==> src/rtl/keypad_operand_entry_pkg.sv <==
// Shared encodings for the keypad operand entry path: entry states, scan results
// and helpers that classify one full 4x4 keypad sample.
package keypad_operand_entry_pkg;

  localparam int unsigned KEY_W = 4;

  localparam logic ENTER_A = 1'b0;
  localparam logic ENTER_B = 1'b1;

  typedef enum logic [1:0] {
    ResNone   = 2'd0,
    ResSingle = 2'd1,
    ResMulti  = 2'd2
  } scan_res_e;

  // Bit index of low[] is 4*row + col, so a single set bit is directly the key code.
  function automatic scan_res_e classify_scan(input logic [15:0] low);
    int unsigned n;
    n = 0;
    for (int i = 0; i < 16; i++) begin
      n += 32'(low[i]);
    end
    if (n == 0) begin
      return ResNone;
    end else if (n == 1) begin
      return ResSingle;
    end
    return ResMulti;
  endfunction

  function automatic logic [KEY_W-1:0] lowest_code(input logic [15:0] low);
    logic [KEY_W-1:0] code;
    code = '0;
    for (int i = 15; i >= 0; i--) begin
      if (low[i]) begin
        code = KEY_W'(i);
      end
    end
    return code;
  endfunction

endpackage

==> src/rtl/keypad_scanner.sv <==
// Column-scanning 4x4 keypad reader: row synchronizer, per-scan classification,
// debounce and press latch producing one key_valid pulse per accepted press.
module keypad_scanner
  import keypad_operand_entry_pkg::*;
#(
  parameter int unsigned ScanDiv       = 5000,
  parameter int unsigned DebounceScans = 4
) (
  input  logic             clk_i,
  input  logic             rst_i,
  input  logic [3:0]       kp_rows_i,
  output logic [3:0]       kp_cols_o,
  output logic             key_valid_o,
  output logic [KEY_W-1:0] key_code_o
);

  localparam int unsigned CntW = (ScanDiv > 1) ? $clog2(ScanDiv) : 1;
  localparam int unsigned DbW  = $clog2(DebounceScans + 1);
  localparam logic [DbW-1:0] DbMax = DbW'(DebounceScans);

  logic [3:0]       rows_meta_q, rows_sync_q;
  logic [CntW-1:0]  scan_cnt_q, scan_cnt_d;
  logic [1:0]       col_q, col_d;
  logic [15:0]      low_q, low_d, full_low;
  logic             pressed_q, pressed_d;
  logic [DbW-1:0]   stable_q, stable_d, stable_inc;
  logic [KEY_W-1:0] last_code_q, last_code_d;
  logic             key_valid_q, key_valid_d;
  logic [KEY_W-1:0] key_code_q, key_code_d;
  logic             slot_end, scan_done;
  scan_res_e        scan_res;
  logic [KEY_W-1:0] scan_code;

  assign slot_end   = (scan_cnt_q == CntW'(ScanDiv - 1));
  assign scan_done  = slot_end && (col_q == 2'd3);
  assign kp_cols_o  = ~(4'b0001 << col_q);
  assign stable_inc = (stable_q == DbMax) ? DbMax : stable_q + 1'b1;

  // Merge the current column's rows into the held sample so the column-3 slot
  // can classify the complete matrix on the same edge it is sampled.
  always_comb begin
    full_low = low_q;
    for (int r = 0; r < 4; r++) begin
      full_low[{2'(r), col_q}] = ~rows_sync_q[r];
    end
  end

  assign scan_res  = classify_scan(full_low);
  assign scan_code = lowest_code(full_low);

  always_comb begin
    scan_cnt_d = slot_end ? '0 : scan_cnt_q + 1'b1;
    col_d      = slot_end ? col_q + 2'd1 : col_q;
    low_d      = slot_end ? full_low : low_q;
  end

  always_comb begin
    pressed_d   = pressed_q;
    stable_d    = stable_q;
    last_code_d = last_code_q;
    key_valid_d = 1'b0;
    key_code_d  = key_code_q;
    if (scan_done) begin
      if (!pressed_q) begin
        if (scan_res == ResSingle) begin
          last_code_d = scan_code;
          // A non-zero count means the previous scan was a single key.
          if ((stable_q != '0) && (scan_code == last_code_q)) begin
            stable_d = stable_inc;
          end else begin
            stable_d = DbW'(1);
          end
          if (stable_d == DbMax) begin
            key_valid_d = 1'b1;
            key_code_d  = scan_code;
            pressed_d   = 1'b1;
            stable_d    = '0;
          end
        end else begin
          stable_d = '0;
        end
      end else begin
        stable_d = (scan_res == ResNone) ? stable_inc : '0;
        if (stable_d == DbMax) begin
          pressed_d = 1'b0;
          stable_d  = '0;
        end
      end
    end
  end

  always_ff @(posedge clk_i or posedge rst_i) begin
    if (rst_i) begin
      rows_meta_q <= 4'hF;
      rows_sync_q <= 4'hF;
      scan_cnt_q  <= '0;
      col_q       <= 2'd0;
      low_q       <= '0;
      pressed_q   <= 1'b0;
      stable_q    <= '0;
      last_code_q <= '0;
      key_valid_q <= 1'b0;
      key_code_q  <= '0;
    end else begin
      rows_meta_q <= kp_rows_i;
      rows_sync_q <= rows_meta_q;
      scan_cnt_q  <= scan_cnt_d;
      col_q       <= col_d;
      low_q       <= low_d;
      pressed_q   <= pressed_d;
      stable_q    <= stable_d;
      last_code_q <= last_code_d;
      key_valid_q <= key_valid_d;
      key_code_q  <= key_code_d;
    end
  end

  assign key_valid_o = key_valid_q;
  assign key_code_o  = key_code_q;

endmodule

==> src/rtl/keypad_operand_entry.sv <==
// Keypad operand entry: accepted keys load operand A then operand B alternately,
// with a one-cycle operands_ready pulse when B is written.
module keypad_operand_entry
  import keypad_operand_entry_pkg::*;
#(
  parameter int unsigned SCAN_DIV       = 5000,
  parameter int unsigned DEBOUNCE_SCANS = 4
) (
  input  logic             clk_main,
  input  logic             reset,
  input  logic [3:0]       kp_rows,
  output logic [3:0]       kp_cols,
  input  logic             clear,
  output logic [KEY_W-1:0] op_a,
  output logic [KEY_W-1:0] op_b,
  output logic             entry_b,
  output logic             key_valid,
  output logic [KEY_W-1:0] key_code,
  output logic             operands_ready
);

  logic             entry_q, entry_d;
  logic [KEY_W-1:0] op_a_q, op_a_d;
  logic [KEY_W-1:0] op_b_q, op_b_d;

  keypad_scanner #(
    .ScanDiv      (SCAN_DIV),
    .DebounceScans(DEBOUNCE_SCANS)
  ) u_scanner (
    .clk_i      (clk_main),
    .rst_i      (reset),
    .kp_rows_i  (kp_rows),
    .kp_cols_o  (kp_cols),
    .key_valid_o(key_valid),
    .key_code_o (key_code)
  );

  // clear outranks a coincident key: the key is dropped but key_code still tracks it.
  always_comb begin
    entry_d = entry_q;
    op_a_d  = op_a_q;
    op_b_d  = op_b_q;
    if (clear) begin
      entry_d = ENTER_A;
    end else if (key_valid) begin
      if (entry_q == ENTER_A) begin
        op_a_d  = key_code;
        entry_d = ENTER_B;
      end else begin
        op_b_d  = key_code;
        entry_d = ENTER_A;
      end
    end
  end

  always_ff @(posedge clk_main or posedge reset) begin
    if (reset) begin
      entry_q <= ENTER_A;
      op_a_q  <= '0;
      op_b_q  <= '0;
    end else begin
      entry_q <= entry_d;
      op_a_q  <= op_a_d;
      op_b_q  <= op_b_d;
    end
  end

  assign op_a           = op_a_q;
  assign op_b           = op_b_q;
  assign entry_b        = entry_q;
  assign operands_ready = key_valid & (entry_q == ENTER_B) & ~clear;

endmodule

==> config.mk <==
export PLATFORM = sky130hd
export DESIGN_NAME = keypad_operand_entry
export DESIGN_NICKNAME = d
export VERILOG_FILES = /design/src/rtl/keypad_operand_entry_pkg.sv /design/src/rtl/keypad_scanner.sv /design/src/rtl/keypad_operand_entry.sv
export SDC_FILE = /design/constraint.sdc
export NUM_CORES = 1
export LEC_CHECK = 0
export CORE_UTILIZATION = 59
export DETAILED_ROUTE_END_ITERATION = 12
export HOLD_SLACK_MARGIN = 0.12
export PLACE_DENSITY = 0.8
export SYNTH_ARGS = -nofsm -noshare
export SYNTH_HDL_FRONTEND = slang
export SYNTH_HIERARCHICAL = 1
export SYNTH_SLANG_ARGS = --single-unit
==> constraint.sdc <==
create_clock -name clk_main -period 7.1 [get_ports clk_main]
set_input_delay 1.42 -clock clk_main [delete_from_list [all_inputs] [get_ports clk_main]]
set_output_delay 1.42 -clock clk_main [all_outputs]
set_load 0.005 [all_outputs]
I/O nets highlighted:
Drawn at 4 px/µm.
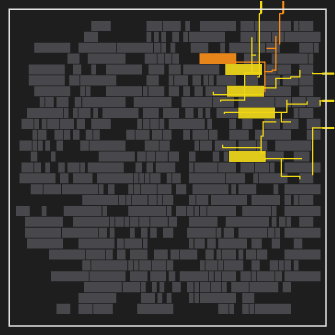
Key: key_code = yellow [direction output, end cells 4, buffers 4, wire 162 µm]; key_valid = orange [direction output, end cells 1, buffers 1, wire 38.0 µm]

Local utilization:
Drawn at 4 px/µm. 8 x 8 tiles, from dark blue (low) to red (high), 0 to 100% covered.
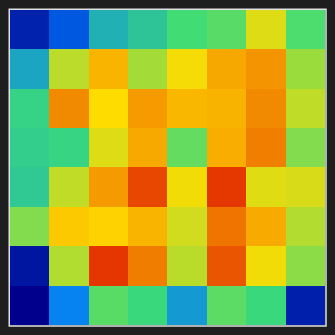
1.6% of the tiles are nearly empty. The mean over all tiles is 63%. 36% of the tiles are over 75% full. The fullest tile reaches 94%.
core area: 0.00561 mm²
final core utilization: 70.9%
fp_density: 62.0%

The metal 1 layer:
Drawn at 8 px/µm. Supply wires on this layer in grey.
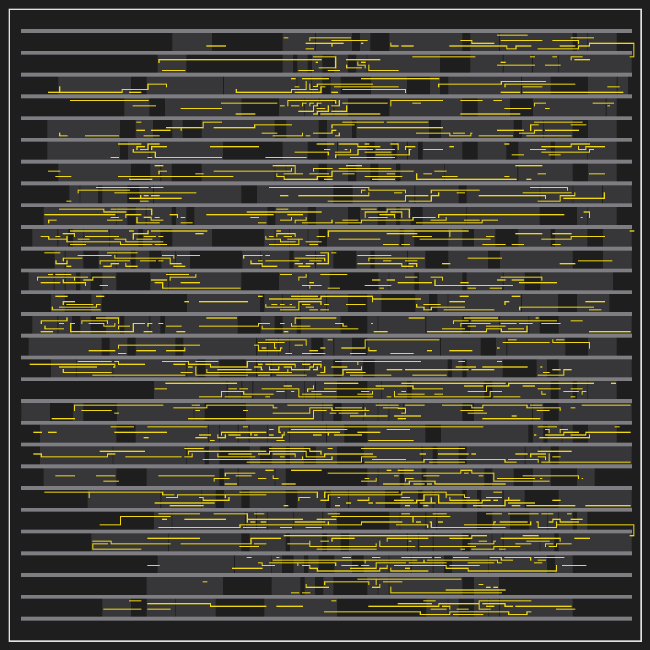
356 nets have wire on it. The longest straight run is 25.5 µm.

Placement view:
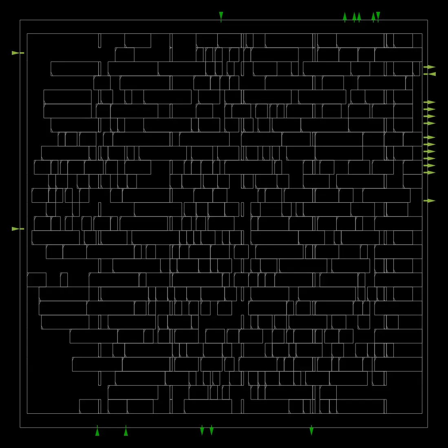
Cell Rows: 27
Tap Count: 72

Drive-strength map:
Drawn at 4 px/µm.
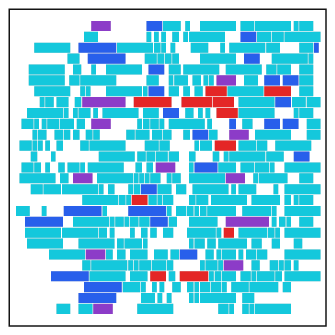
Key: x3 and x4 = red [cells 11]; x6 and larger = purple [cells 12]; x1 and smaller = cyan [cells 313]; x2 = blue [cells 27]
area grow syn2layout: 14.3%
Finished Cell Area: 0.00398 mm²

==> run notes <==
fresh numbers from the pnr run: status finished clean, Nets 387, Post-synth seq share 44.2%, largest cell class by area logic gates, most frequent logic cell in the layout dfrtp_1, Setup Fix Bufs, Post-CTS 0, PwrDens 181 mW/mm², Crit Path Class reg2reg, vias per cell about 5.6, worst stage delay on the critical path 0.54 ns, final hold violations 0, gp weighted congestion ~0.95, Hold Crit Class reg2reg, CTS root buf clkbuf_8, comb pwr around 0.03 mW, Hold Slack between 0.3 and 0.4 ns, Top cells by area dfrtp_1, dfstp_2, fa_1, DR WL met3 roughly 380 µm, num ports 26, TritonCTS buffer count 9, syn avg cell area between 10 and 15 µm², GR Util All Layers 25.9%, Placed Cells 419, Lkg Pwr 1.83 nW, Synth top area share 38.1%, Clock Sinks about 60, Worst Path Max Fanout 11, max FFs per register 16, Final setup violation count 0, DP HPWL 5080 µm, Setup crit start kind register, RSZ-0062 raised after global routing no, CTS tree yes, critical path's top delay family adder cells, Total Power between 0.7 and 0.8 mW, yosys stat area 0.00348 mm², signal buffers share of area 6.29%, top sig layer met4, Peak supply drop 138 µV, slowest CP cell fa_1, Flop pwr share 49.2%, # diodes 0, Slew Viols, Final 0, via count around 2400, Synth cell types 57, period utilisation layout 90.4%, vias in the first global route 2486, CP cell instances inv_1, ha_1, nand2b_1, a21boi_0, fa_1, fa_1, fa_1, fa_1, inv_1, ha_1, inv_1, fa_1, a211oi_1, mux2i_1, or4b_1, nor3_1, and3b_1, and2_1, nand4_4, mux2_4, Syn Nets 360, Worst-Margin Slew around 1.1 ns, htree depth 3, CP bufs+invs 3, width of the die 78.8 µm, biggest regs u_scanner/low_q (16), u_scanner/scan_cnt_q (13), Worst slew margin 28.0%, clk_skew 0.00829 ns, Critical Path AT 6.63 ns, ys flop type dfrtp_1, first-pass iteration count of the detailed router 4, Starting DRT DRC Count 147, Max power group registers, comb. cell area 0.00177 mm², chip height around 79 µm, ys cells 331, combinational share of cell area 44.4%, maxcap violations 0, WL met1 3090 µm, cell type with the largest total area dfrtp_1, post-route DRC violation count 0, clk cell area share 5.48%, clk pwr 0.337 mW, placed cell areas 0.00376 mm², later-pin clock latency in the skew report 0.34 ns, setup_tns 0 ns, Met2 Wirelength 3250 µm, setup ws final between 0.6 and 0.7 ns, Top cells excl fill/tap dfrtp_1, nand2_1, inv_1, Placement Setup Slack ~0.72 ns, flip-flops with a built-in enable 0, Log Warnings 30, Sequential Area between 0.0015 and 0.002 mm², number of nets still failing antenna checks after routing 0, fin cells 435, # hold bufs at CTS 0, Non-clock inverters 31, CTS max path bufs 2, DRT Wirelength roughly 7000 µm, largest net degree at the start of global routing 53, Non-clk bufs 25, #FFs+latches synth around 60, initial antenna violation count 0, grt total ovfl 0, post-synthesis cell area 0.00348 mm², clock power share 46.7%, per-cell routed wire length 15.9 µm, PortBufs 25, largest reg by FF count u_scanner/low_q, Flops between 60 and 70, Gate power share approximately 4.1%, minimum clock period 6.41 ns, Comb gates 230, Async SR Flop Fraction 100%, Fillers 422, switching power about 0.15 mW, first-pass GRT wire length 12000 µm, YS warnings 6, internal power ~0.57 mW, clock buffers 12, Worst Setup End Kind register, Worst path most repeated cell fa_1, post_cts resized 0, Worst-path clk slew 0.06 ns, Gate Count Post-Synth 331, Worst Path Required 7.32 ns, Switching Share 20.8%, flop share of the area 38.6%, chip area 0.00621 mm², Seq group 0.354 mW, Max Fclk around 0.16 GHz, share of layout cells above drive strength 1 13.8%
[Yosys cell counts (2+ instances only)]
library cell / number
dfrtp_1: 53
nand2_1: 41
inv_1: 31
o21ai_0: 21
nand2b_1: 17
nor2_1: 15
ha_1: 13
mux2_2: 13
fa_1: 9
a21boi_0: 8
dfstp_2: 8
a21oi_1: 7
xnor2_1: 7
nand3_1: 6
xor2_1: 6
a211oi_1: 5
and2_1: 5
clkbuf_1: 4
mux2_4: 4
nand4_1: 4
nor3_1: 4
buf_6: 3
o211a_1: 3
o21ai_1: 3
and2b_1: 2
and3_1: 2
mux2i_1: 2
nand3b_1: 2
nor2_4: 2
nor2b_1: 2
o211ai_1: 2
o211ai_2: 2
[final timing paths]
kind	startpoint	to	slack [ns]	depth (start not counted)
worst max-delay path	u_scanner/col_q[0]	u_scanner/key_code_o[0]	0.69	20
min in group asynchronous	reset	op_b[2]	1.39	2
worst min register to register	u_scanner/rows_meta_q[3]	u_scanner/rows_sync_q[3]	0.36	0
max in group asynchronous	reset	u_scanner/col_q[0]	4.73	2
worst min-delay path	u_scanner/rows_meta_q[3]	u_scanner/rows_sync_q[3]	0.36	0
worst max register to register	u_scanner/col_q[0]	u_scanner/key_code_o[0]	0.69	20
[cells by family after synthesis]
kind of cell | count (synthesis) | share of synthesized area, %
AOI/OAI and AO/OA | 66 | 13.9
xor gates and xnor gates | 14 | 3.74
adders and majority gates | 22 | 9.85
buffers and inverters | 40 | 5.11
DFF | 61 | 44.2
muxes | 19 | 6.51
and+or+nand+nor | 109 | 16.7
[layer usage]
layer / GRT usage, % / vias to the layer above
met2: 40.3 / 65
met1: 33.3 / 1161
met4: 14.6 / 0
li1: - / 1181
met5: 0 / -
met3: 6.09 / 15
Power and IR drop assume default switching activity.
